Fig. 1: close-up of the layout
The bar under the picture is 10 um long. Region (116, 65) to (141, 90) um. Cells in grey, sequential cells in the stronger grey; small squares are vias.
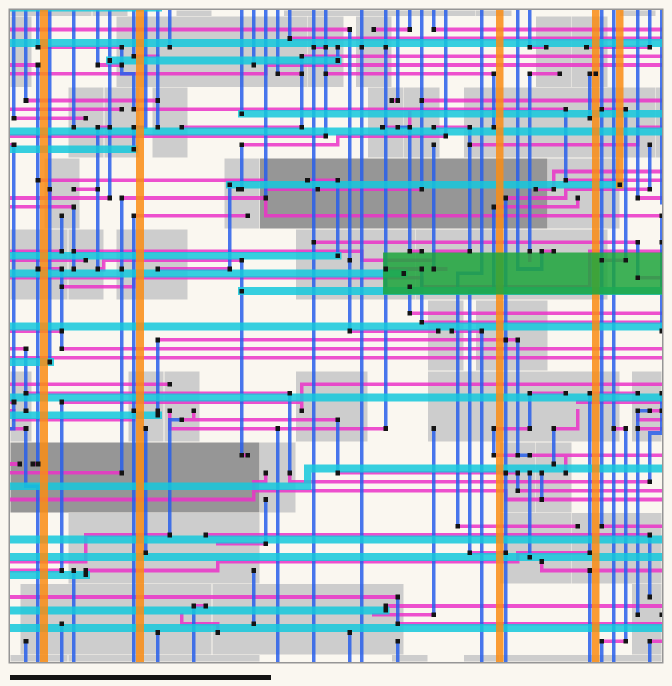
Fig. 2: clock wires, drivers and flops
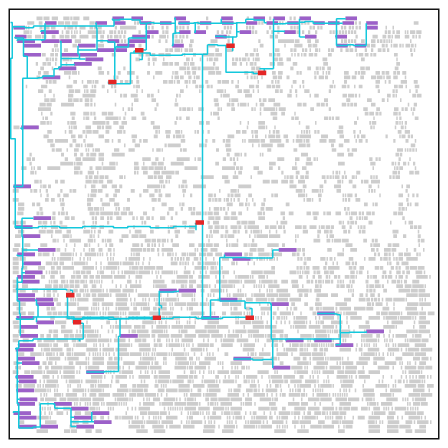
==> config.mk <==
export PLATFORM = sky130hd
export DESIGN_NAME = alu_share_ctrl
export DESIGN_NICKNAME = d
export VERILOG_FILES = /design/src/rtl/alu_pkg.sv /design/src/rtl/ALU.sv /design/src/rtl/alu_rr_arb.sv /design/src/rtl/alu_share_ctrl.sv
export SDC_FILE = /design/constraint.sdc
export NUM_CORES = 2
export LEC_CHECK = 0
export CAP_MARGIN = 20
export CORE_UTILIZATION = 45
export CTS_BUF_LIST = sky130_fd_sc_hd__clkbuf_8
export DETAILED_ROUTE_END_ITERATION = 8
export DONT_BUFFER_PORTS = 1
export PLACE_DENSITY = 0.58
export SETUP_SLACK_MARGIN = 0.5
export SYNTH_ARGS = -nofsm -noshare
export SYNTH_HDL_FRONTEND = slang
export SYNTH_HIERARCHICAL = 1
export SYNTH_SLANG_ARGS = --single-unit
==> constraint.sdc <==
create_clock -name clk -period 9.6 [get_ports clk]
set_input_delay 1.92 -clock clk [delete_from_list [all_inputs] [get_ports clk]]
set_output_delay 1.92 -clock clk [all_outputs]
set_load 0.02 [all_outputs]
==> src/rtl/alu_pkg.sv <==
// alu_pkg: shared constants and types for the shared-ALU controller.
// Holds the alufn encodings, the controller FSM state type and the default
// multiply latency.
package alu_pkg;

  localparam int MUL_CYCLES_DEF = 3;

  localparam logic [5:0] FN_ADD = 6'b000000;
  localparam logic [5:0] FN_SUB = 6'b000001;
  localparam logic [5:0] FN_MUL = 6'b000010;
  localparam logic [5:0] FN_AND = 6'b000100;
  localparam logic [5:0] FN_OR  = 6'b000101;
  localparam logic [5:0] FN_XOR = 6'b000110;
  localparam logic [5:0] FN_SLL = 6'b001000;
  localparam logic [5:0] FN_SRL = 6'b001001;

  typedef enum logic [1:0] {
    IDLE = 2'd0,
    EXEC = 2'd1,
    RESP = 2'd2
  } state_e;

endpackage

==> src/rtl/ALU.sv <==
// ALU: combinational arithmetic/logic unit driven by the controller's operand
// registers. Overflow is signed overflow for ADD/SUB and 0 otherwise; zero
// flags an all-zero result. Unknown codes produce a zero result.
module ALU
  import alu_pkg::*;
#(
  parameter int WIDTH = 32
) (
  input  logic [5:0]       alufn,
  input  logic [WIDTH-1:0] a,
  input  logic [WIDTH-1:0] b,
  output logic [WIDTH-1:0] otp,
  output logic             overflow,
  output logic             zero
);

  localparam int SHW = $clog2(WIDTH);

  logic [SHW-1:0] shamt;

  assign shamt = b[SHW-1:0];

  // Decode alufn and compute the result and flags
  always_comb begin
    // NOTE: every output gets a default first so no path leaves it unassigned (no latch).
    otp      = '0;
    overflow = 1'b0;
    case (alufn)
      FN_ADD: begin
        otp      = a + b;
        overflow = (a[WIDTH-1] == b[WIDTH-1]) && (otp[WIDTH-1] != a[WIDTH-1]);
      end
      FN_SUB: begin
        otp      = a - b;
        overflow = (a[WIDTH-1] != b[WIDTH-1]) && (otp[WIDTH-1] != a[WIDTH-1]);
      end
      FN_MUL:  otp = a * b;
      FN_AND:  otp = a & b;
      FN_OR:   otp = a | b;
      FN_XOR:  otp = a ^ b;
      FN_SLL:  otp = a << shamt;
      FN_SRL:  otp = a >> shamt;
      default: otp = '0;
    endcase
    zero = (otp == '0);
  end

endmodule

==> src/rtl/alu_rr_arb.sv <==
// alu_rr_arb: two-way arbiter for the shared ALU.
// Default build: round-robin, the port that did not win last time takes a
// contention. With ALU_SHARE_FIXED_PRIO_EN defined, port 0 always wins a
// contention (port 1 can starve); last_grant is still tracked.
module alu_rr_arb (
  input  logic       clk,
  input  logic       rst,
  input  logic       en,
  input  logic [1:0] req_valid,
  output logic [1:0] req_ready
);

  logic       last_grant_q;
  logic       last_grant_d;
  logic [1:0] grant;

  // Pick the winner from current requests and the previous winner
  always_comb begin
    grant = 2'b00;
    case (req_valid)
      2'b01: grant = 2'b01;
      2'b10: grant = 2'b10;
      2'b11: begin
`ifdef ALU_SHARE_FIXED_PRIO_EN
        grant = 2'b01;
`else
        grant = last_grant_q ? 2'b01 : 2'b10;
`endif
      end
      default: grant = 2'b00;
    endcase
    req_ready    = en ? grant : 2'b00;
    last_grant_d = last_grant_q;
    if (|req_ready) last_grant_d = req_ready[1];
  end

  // Remember the last winner; reset favours port 0 on the first contention
  always_ff @(posedge clk) begin
    // NOTE: sequential state uses <= so every flop samples pre-edge values.
    if (rst) last_grant_q <= 1'b1;
    else     last_grant_q <= last_grant_d;
  end

endmodule

==> src/rtl/alu_share_ctrl.sv <==
// alu_share_ctrl: shares one ALU between two requesters, one op in flight.
// Accept registers the operands, holds them for the op latency (MUL_CYCLES for
// multiply, 1 otherwise), then returns a tagged result held until consumed.
// Build option ALU_SHARE_FIXED_PRIO_EN selects fixed port-0 priority in alu_rr_arb.
module alu_share_ctrl
  import alu_pkg::*;
#(
  parameter int WIDTH      = 32,
  parameter int MUL_CYCLES = MUL_CYCLES_DEF  // must be >= 1
) (
  input  logic               clk,
  input  logic               rst,
  input  logic [1:0]         req_valid,
  output logic [1:0]         req_ready,
  input  logic [2*WIDTH-1:0] req_a,
  input  logic [2*WIDTH-1:0] req_b,
  input  logic [11:0]        req_fn,
  output logic               rsp_valid,
  input  logic               rsp_ready,
  output logic               rsp_id,
  output logic [WIDTH-1:0]   rsp_otp,
  output logic               rsp_overflow,
  output logic               rsp_zero,
  output logic               busy
);

  localparam int            CW       = (MUL_CYCLES > 1) ? $clog2(MUL_CYCLES) : 1;
  localparam logic [CW-1:0] MUL_LOAD = CW'(MUL_CYCLES - 1);

  state_e           state_q, state_d;
  logic             arb_en;
  logic             accept;
  logic [WIDTH-1:0] a_q, a_d, b_q, b_d;
  logic [5:0]       fn_q, fn_d;
  logic             id_q, id_d;
  logic [CW-1:0]    cnt_q, cnt_d;
  logic [WIDTH-1:0] otp_q, otp_d;
  logic             ovf_q, ovf_d, zero_q, zero_d, rid_q, rid_d;
  logic [WIDTH-1:0] alu_otp;
  logic             alu_ovf, alu_zero;

  alu_rr_arb u_arb (
    .clk       (clk),
    .rst       (rst),
    .en        (arb_en),
    .req_valid (req_valid),
    .req_ready (req_ready)
  );

  ALU #(.WIDTH(WIDTH)) u_alu (
    .alufn    (fn_q),
    .a        (a_q),
    .b        (b_q),
    .otp      (alu_otp),
    .overflow (alu_ovf),
    .zero     (alu_zero)
  );

  assign accept = |req_ready;

  // FSM state register
  always_ff @(posedge clk) begin
    if (rst) state_q <= IDLE;
    else     state_q <= state_d;
  end

  // FSM next state: accept -> execute until count expires -> hold response
  always_comb begin
    state_d = state_q;
    case (state_q)
      IDLE:    if (accept) state_d = EXEC;
      EXEC:    if (cnt_q == '0) state_d = RESP;
      RESP:    if (rsp_ready) state_d = IDLE;
      default: state_d = IDLE;
    endcase
  end

  // FSM outputs; no accept while reset is asserted
  always_comb begin
    busy      = (state_q != IDLE);
    rsp_valid = (state_q == RESP);
    arb_en    = (state_q == IDLE) && !rst;
  end

  // Datapath: capture the winner's op, count down, latch the ALU result
  always_comb begin
    a_d    = a_q;
    b_d    = b_q;
    fn_d   = fn_q;
    id_d   = id_q;
    cnt_d  = cnt_q;
    otp_d  = otp_q;
    ovf_d  = ovf_q;
    zero_d = zero_q;
    rid_d  = rid_q;
    if (accept) begin
      id_d = req_ready[1];
      if (req_ready[1]) begin
        a_d  = req_a[2*WIDTH-1:WIDTH];
        b_d  = req_b[2*WIDTH-1:WIDTH];
        fn_d = req_fn[11:6];
      end else begin
        a_d  = req_a[WIDTH-1:0];
        b_d  = req_b[WIDTH-1:0];
        fn_d = req_fn[5:0];
      end
      cnt_d = (fn_d == FN_MUL) ? MUL_LOAD : '0;
    end else if (state_q == EXEC) begin
      if (cnt_q != '0) begin
        cnt_d = cnt_q - CW'(1);
      end else begin
        otp_d  = alu_otp;
        ovf_d  = alu_ovf;
        zero_d = alu_zero;
        rid_d  = id_q;
      end
    end
  end

  // Counter and response registers, cleared by reset
  always_ff @(posedge clk) begin
    if (rst) begin
      cnt_q  <= '0;
      otp_q  <= '0;
      ovf_q  <= 1'b0;
      zero_q <= 1'b0;
      rid_q  <= 1'b0;
    end else begin
      cnt_q  <= cnt_d;
      otp_q  <= otp_d;
      ovf_q  <= ovf_d;
      zero_q <= zero_d;
      rid_q  <= rid_d;
    end
  end

  // Operand registers feeding the ALU
  always_ff @(posedge clk) begin
    // NOTE: no reset needed: they are only consumed in EXEC, always entered via an accept that loads them.
    a_q  <= a_d;
    b_q  <= b_d;
    fn_q <= fn_d;
    id_q <= id_d;
  end

  assign rsp_id       = rid_q;
  assign rsp_otp      = otp_q;
  assign rsp_overflow = ovf_q;
  assign rsp_zero     = zero_q;

endmodule

==> results.json <==
{
  "synth_area_leader_cell": "fa_1",
  "rsz0062_at_grt": "no",
  "setup.worst_path.end": "rsp_zero",
  "grt.total_usage_pct": 44.9,
  "first_global_vias": 28706,
  "syn_area_per_cell_sq_um": 8.37,
  "cp.arrival_ps": 9380,
  "cp.required_ps": 10010,
  "timing.slew.headroom_pct": 19.3,
  "timing.rr.start": "b_q[2]",
  "fin_util_pct": 49.0,
  "crit_start": "b_q[2]",
  "final_cells": 4330,
  "clockBufferDepth": 2,
  "die_height_um": 257,
  "aoi_share_pct": 15.2,
  "yosys_cells": 3485,
  "busiest_layer": "met2",
  "chipArea_sq_um": 65900,
  "route.met2.wl_um": 59800,
  "dp_hpwl_um": 119000,
  "startpoint_type": "flop",
  "routedWlPerCell_um": 34.1,
  "simple_gate_share_pct": 16.4,
  "layout_top_cell": "inv_1",
  "use_met3_pct": 15.8,
  "dr.pass1.iters": 6,
  "yosys.area_share.adder_pct": 37.6,
  "ctsRootBufferMaster": "clkbuf_8",
  "synthTopCellsByCount": "inv_1, nor2_1, fa_1, nand2_1, ha_1",
  "area.growth.synth_to_final_pct": 6.60,
  "path_depth": 27,
  "critPathKind": "reg -> reg",
  "pin_count": 184,
  "syn_inst": 3485,
  "ff2ff_path_depth": 27,
  "synthDistinctLibCells": 94,
  "hold_depth": 2,
  "mostFrequentLayoutCells": "inv_1, nor2_1, fa_1",
  "fp_nets": 4260,
  "path_clk_slew_ps": 160,
  "clkSinkCount": 111,
  "die_w_um": 257,
  "top_area_share_pct": 28.1,
  "holdWs_ps": 552,
  "grtUsageMet1_pct": 58.8,
  "period_used_pct": 93.4,
  "crit_top_cell": "fa_1",
  "async_reset_ff_share_pct": 0,
  "area_leaders": "fa_1, ha_1, edfxtp_1, inv_1, nor2_1",
  "critical_path_buf_inv_count": 4,
  "yosysWarnings": 6,
  "grt_max_degree": 78,
  "synth_area_sq_um": 29200,
  "hp-class": "reg -> reg",
  "fin_ws_ps": 631,
  "pre_cts_ws_ps": 459,
  "worstMarginPinSlew_ps": 1200,
  "use_met2_pct": 63.3,
  "core_sq_um": 63500,
  "yosysChipArea_sq_um": 29200,
  "fp_util_pct": 45.9,
  "postCtsHoldBufs": 0,
  "route.detailed.drc": 0,
  "post-cts-setup-buffers": 0,
  "min_to": "cnt_q[0]",
  "slew_viol_final": 0,
  "crit_family": "adder cells",
  "antenna_found_initial": 12,
  "cts_tree": "done",
  "path_max_fanout": 13,
  "via_count": 28554,
  "maxCapViolCount": 0,
  "fin_nets": 4249,
  "clock_insertion_delay_worst_skew_ps": 500,
  "ys_sh_mux_pct": 8.56,
  "clock.fmax_ghz": 0.111,
  "postLayoutCellArea_sq_um": 31100,
  "num_rows": 92,
  "ys.flop_type": "edfxtp_1",
  "warnings": 90,
  "reg2reg_to": "rsp_zero",
  "worstHoldStart": "cnt_q[0]",
  "edf_count": 71,
  "dp_cells": 4282,
  "port_buffers": 0,
  "place_area_sq_um": 30600,
  "max_stage_delay_ps": 650,
  "postRouteAntennaNets": 0,
  "hold_viol_final": 0,
  "h-tree-depth": 3,
  "met3_length_um": 19600,
  "wl_met1_um": 57300,
  "first_iter_violations": 4274,
  "status": "complete, no violations",
  "fin_crit_ps": 8970,
  "top_layer_used": "met5",
  "final.setup_skew_ps": 48.6,
  "synth-xor-area-share_pct": 2.91,
  "critPathSlowestCell": "or4_1",
  "setup_tns_ps": 0,
  "setup_viol": 0,
  "drive_above_1_share_pct": 11.0,
  "synth_flops": 111,
  "grt_pass1_wl_um": 210000,
  "postCtsResizedCells": 1,
  "logic_family": "adder cells"
}
## Picture notes: Fig. 1
Key: M4 = orange; M3 = cyan; M5 = green; M2 = blue; M1 = magenta
Netlist names of flops here include a_q (1), b_q (1). 36 logic cells have their middle in the window. Most frequent: nor2_1 (10), fa_1 (7), nand2_1 (6). Sequential cells in the window: 2.

## Picture notes: Fig. 2
Key: flip-flops = purple [count 111]; clock-net drivers = red [count 9]; clock wires = cyan [length 2210 um]
Position of the flops: spread over the die.

logic make-up (layout without fill, tap and decap cells):
family,count (synthesis),in the layout
simple gates,1087,1087
buf+inv,700,694
compound gates,653,653
fa+ha+maj,630,630
mux,207,207
flops,111,111
xor+xnor,97,97
other cells,0,5
registers in the layout, indices dropped and copies added (netlist names):
signal / flops
a_q: 32
b_q: 32
cnt_q: 2
fn_q: 6
id_q: 1
rsp_id: 1
rsp_otp: 32
rsp_overflow: 1
rsp_zero: 1
state_q: 2
u_arb/last_grant_q: 1
layout make-up:
cell class	count	area, sq um	area share, %
repair buffers	193	1500	4.83
flip-flops and latches	111	2930	9.43
clock inverters	7	66.3	0.213
multi-input cells	2674	23600	75.8
well taps	846	1060	3.40
diodes	5	12.5	0.0402
clock buffers	9	124	0.398
inverters	485	1850	5.94
